### src/rtl/sipo_word_assembler_pkg.sv
`default_nettype none
// ============================================================================
// sipo_word_assembler_pkg : shared encodings, defaults and helpers | Rev 1.0
// ============================================================================
package sipo_word_assembler_pkg;

    localparam int DEFAULT_WIDTH = 8;

    typedef enum logic [0:0] {
        ST_EMPTY = 1'b0,
        ST_FULL  = 1'b1
    } out_state_t;

    // Bits needed to count 0..v-1 (v >= 2).
    function automatic int clog2(input int v);
        int r;
        int x;
        r = 0;
        x = v - 1;
        while (x > 0) begin
            r = r + 1;
            x = x >> 1;
        end
        return r;
    endfunction

endpackage
`default_nettype wire

### src/rtl/sipo_out_buf.sv
`default_nettype none
// ============================================================================
// sipo_out_buf : valid/ready holding register with sticky overrun | Rev 1.0
// ============================================================================
module sipo_out_buf
    import sipo_word_assembler_pkg::*;
#(
    parameter int WIDTH = DEFAULT_WIDTH
) (
    input  logic             clk,
    input  logic             rst,
    input  logic [WIDTH-1:0] word,
    input  logic             word_done,
    input  logic             dout_ready,
    input  logic             clr_ovr,
    output logic [WIDTH-1:0] dout,
    output logic             dout_valid,
    output logic             overrun
);

    out_state_t state;

    always_ff @(posedge clk or negedge rst) begin
        if (!rst) begin
            state   <= ST_EMPTY;
            dout    <= '0;
            overrun <= 1'b0;
        end else begin
            case (state)
                ST_EMPTY: begin
                    if (word_done) begin
                        dout  <= word;
                        state <= ST_FULL;
                    end
                end
                ST_FULL: begin
                    // A word completing while the consumer drains loads with no bubble.
                    if (dout_ready) begin
                        if (word_done) dout  <= word;
                        else           state <= ST_EMPTY;
                    end
                end
                default: state <= ST_EMPTY;
            endcase

            if (word_done && (state == ST_FULL) && !dout_ready)
                overrun <= 1'b1;
            else if (clr_ovr)
                overrun <= 1'b0;
        end
    end

    assign dout_valid = (state == ST_FULL);

endmodule
`default_nettype wire

### src/rtl/sipo_word_assembler.sv
`default_nettype none
// ============================================================================
// sipo_word_assembler : serial bit stream to WIDTH-bit words (top) | Rev 1.0
// ============================================================================
module sipo_word_assembler
    import sipo_word_assembler_pkg::*;
#(
    parameter int WIDTH     = DEFAULT_WIDTH,
    parameter bit MSB_FIRST = 1'b1
) (
    input  logic             clk,
    input  logic             rst,
    input  logic             din,
    input  logic             din_en,
    input  logic             din_sync,
    output logic [WIDTH-1:0] dout,
    output logic             dout_valid,
    input  logic             dout_ready,
    output logic             overrun,
    input  logic             clr_ovr
);

    localparam int CW = clog2(WIDTH);
    localparam logic [CW-1:0] LAST_BIT = CW'(WIDTH - 1);

    logic [CW-1:0]    bit_cnt;
    logic [WIDTH-1:0] shreg;
    logic [WIDTH-1:0] shift_base;
    logic [WIDTH-1:0] shift_next;
    logic             word_done;

    // A sync bit restarts the word, so it shifts into an empty register.
    assign shift_base = din_sync ? '0 : shreg;

    generate
        if (MSB_FIRST) begin : g_msb_first
            assign shift_next = {shift_base[WIDTH-2:0], din};
        end else begin : g_lsb_first
            assign shift_next = {din, shift_base[WIDTH-1:1]};
        end
    endgenerate

    assign word_done = din_en && !din_sync && (bit_cnt == LAST_BIT);

    always_ff @(posedge clk or negedge rst) begin
        if (!rst) begin
            bit_cnt <= '0;
            shreg   <= '0;
        end else if (din_en) begin
            shreg <= shift_next;
            if (din_sync)
                bit_cnt <= CW'(1);
            else if (bit_cnt == LAST_BIT)
                bit_cnt <= '0;
            else
                bit_cnt <= bit_cnt + CW'(1);
        end
    end

    sipo_out_buf #(
        .WIDTH (WIDTH)
    ) u_out_buf (
        .clk        (clk),
        .rst        (rst),
        .word       (shift_next),
        .word_done  (word_done),
        .dout_ready (dout_ready),
        .clr_ovr    (clr_ovr),
        .dout       (dout),
        .dout_valid (dout_valid),
        .overrun    (overrun)
    );

endmodule
`default_nettype wire

### config.mk
export PLATFORM = sky130hd
export DESIGN_NAME = sipo_word_assembler
export DESIGN_NICKNAME = d
export VERILOG_FILES = /design/src/rtl/sipo_word_assembler_pkg.sv /design/src/rtl/sipo_out_buf.sv /design/src/rtl/sipo_word_assembler.sv
export SDC_FILE = /design/constraint.sdc
export NUM_CORES = 1
export LEC_CHECK = 0
export CORE_UTILIZATION = 38
export CTS_CLUSTER_DIAMETER = 200
export DETAILED_ROUTE_END_ITERATION = 16
export PLACE_DENSITY = 0.66
export SLEW_MARGIN = 20
export SYNTH_ARGS = -nofsm -noshare
export SYNTH_HDL_FRONTEND = slang
export SYNTH_SLANG_ARGS = --single-unit
### constraint.sdc
create_clock -name clk -period 1.9 [get_ports clk]
set_input_delay 0.38 -clock clk [delete_from_list [all_inputs] [get_ports clk]]
set_output_delay 0.38 -clock clk [all_outputs]
set_load 0.005 [all_outputs]
Sequential cells coloured by netlist name:
The bar under the picture is 20 um long. Other sequential cells in the stronger grey, the rest of the logic in the fainter grey.
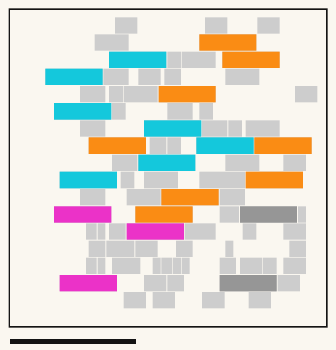
- shreg: cyan (placed flops 7)
- u_out_buf.dout: orange (placed flops 8)
- bit_cnt: magenta (placed flops 3)
- not coloured: 2

Signal wires on met3:
The bar under the picture is 20 um long.
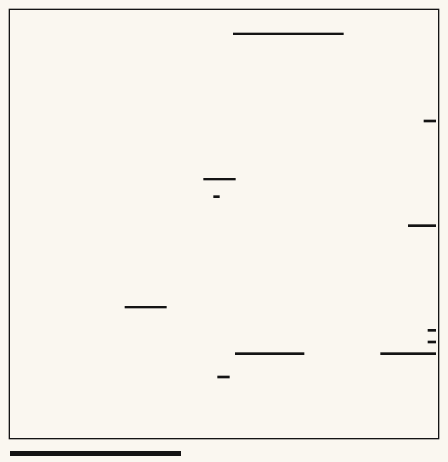
- wire length on this layer: 41.5 um
- longest straight run: 12.6 um
- nets with wire on the layer: 9
- main direction: horizontal
- share of all routed wire: 3.0%
met3 GRT Util: 1.85%
total number of vias: 532
final wirelength: 1.40 mm

Cell classes on the final placement:
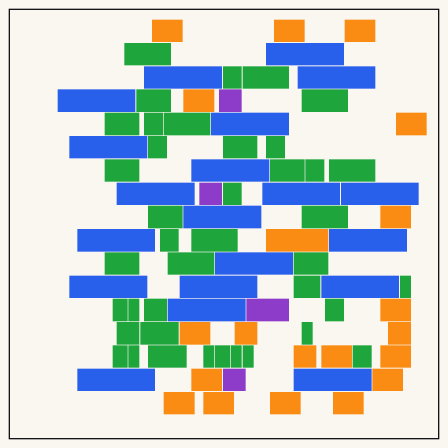
- remaining buffers and delay cells: orange (cells 20; share of their area 18%)
- clock drivers and dummy loads: purple (cells 4; share of their area 3.3%)
- remaining logic cells: green (cells 40; share of their area 33%)
- registers: blue (cells 20; share of their area 46%)

layout make-up:
cell class	count	area (um2)	share of cell area (%)
timing repair buffer	20	203	17.9
multi-input combinational	37	345	30.5
sequential	20	500	44.2
tap	28	35.0	3.10
clock buffer	4	36.3	3.21
inverter	3	11.3	0.996
stage by stage:
stage / instances / utilization (%)
2_1_floorplan: 63 / -
4_1_cts: 112 / 51.6
6_report: 112 / 51.6
3_5_place_dp: 108 / 50.0
3_3_place_gp: 108 / 50.0
5_1_grt: 112 / 51.6
synthesized netlist by cell type, drive strengths merged:
| cell type | n | share of area [%] |
|---|---|---|
| clkbuf | 1 | 0.43 |
| nor2b | 8 | 6.0 |
| inv | 3 | 1.3 |
| dfrtp | 20 | 57 |
| o21ai | 2 | 1.1 |
| o22ai | 1 | 0.71 |
| mux2 | 15 | 23 |
| nand3b | 3 | 3.0 |
| a21oi | 1 | 0.57 |
| nand2b | 1 | 0.71 |
| nand2 | 1 | 0.43 |
| nor2 | 3 | 1.3 |
| ha | 2 | 2.9 |
| buf | 2 | 1.9 |
worst max-delay path, delay by kind of cell, from the launching register on:
family	cells	cell delay, ns
adder cells (fa/ha/maj)	2	0.35
buffers and inverters	1	0.15
flip-flops	1	0.40
multiplexers	1	0.30
AND/OR/NAND/NOR	2	0.29
power groups by stage:
stage               sequential, mW  combinational, mW  clock, mW
floorplan                    0.484             0.0639          0
global placement             0.486              0.128          0
detailed placement           0.485              0.132          0
CTS                          0.478              0.132      0.259
global route                 0.483              0.143      0.276
finish                       0.477              0.130      0.245
logic make-up (layout without fill, tap and decap cells):
group	after synthesis	after routing
buf+inv	6	27
mux	15	15
compound gates	4	4
fa+ha+maj	2	2
simple gates	16	16
flops	20	20
==> changes_impl.md <==
## Flow update

* Status: finished, final reports clean
* Worst Path Arrival at 1.80 ns
* GP Congestion at roughly 0.68
* Top sig layer: met4
* Setup-failing EPs final at 0
* Crit path largest cell delay at 0.40 ns
* Die W at 50.0 um
* Busiest grt layer: met1
* Met3 wire len at 41 um
* Max Slew Vio Count at 0
* Critical path destination: u_out_buf.dout[4]
* GR met1 Demand/Resource at 18.3%
* Top cells excl fill/tap: dfrtp_1 (20), clkdlybuf4s50_1 (16), mux2_4 (8)
* Clock power share at 28.7%
* H-Tree Depth at 1
* I/O Pins at 17
* Synth Seq Share at 57.1%
* Top reg by flops: u_out_buf.dout
* Switch Pwr at 0.193 mW
* Layout cells sized above 1 at 29.8%
* Unique cell types at 18
* Post-DP Area at 0.00109 mm2
* Worst Path Max Fanout at 8
* Crit path setup slack, layout at 0.299 ns
* Final hold slack at 0.412 ns
* Global-route wire length before repair at 2.30 mm
* Crit Path Class: reg -> reg
* Log Warnings at 26
* Antenna violations before repair at 0
* XORs/XNORs by Area at 0%
* Postcts setup bufs at 0
* Clock buffer count from CTS at 3
* HP Class: in -> async
* First-pass DRT Iterations at 4
* Pwr Density at 753 mW/mm2
* MUX area fraction at 22.7%
* Worst R2R Path Depth at 6
* Total gr overflow at 0
* Worst R2R Setup Slack at 0.30 ns
* Final instance area at 0.00113 mm2
* Yosys adder share at 2.85%
* Yosys stat chip area at 877 um2
* Max VDD drop at 0.000352 V
* Setup TNS at 0 ns
* Yosys warnings at 0
* Int Power at ~0.66 mW
* Row cnt at 17
* Yosys reg bits at 20
* Worst-path cell chain: ha_1, ha_1, nand3b_2, nor2b_2, buf_12, mux2_4
* Count of input and output buffers at 16
* Avg Cell Area, Syn at about 14 um2
* Crit start category: flip-flop
* Max-cap violations at 0
* Unrepaired setup endpoints after global routing: no
* Number of fill cells in the layout at about 180
* Final HPWL DP at just under 1 mm
* First DRT Iteration DRCs at 2
* Reg2reg start: bit_cnt[0]
* Max reg flops at 8
* Area fraction in compound gates at about 2.4%
* Drt wl/cell at about 12 um
* Comb pwr share at 15.3%
* Metal2 WL at approximately 620 um
* WP data required at approximately 2.1 ns
* Final net count at 94
* Cts repair resizes at 0
* Total power at 0.852 mW
* # Cells Yosys at 63
* Die Size at between 0.002 and 0.003 mm2
* Core footprint at roughly 0.0022 mm2
* CTS max path bufs at 2
* Crit. End Element: flip-flop
* Largest regs: u_out_buf.dout: 8 flops, shreg: 7 flops, bit_cnt: 3 flops
No activity file was given, so power comes from the tool's default toggle rates.
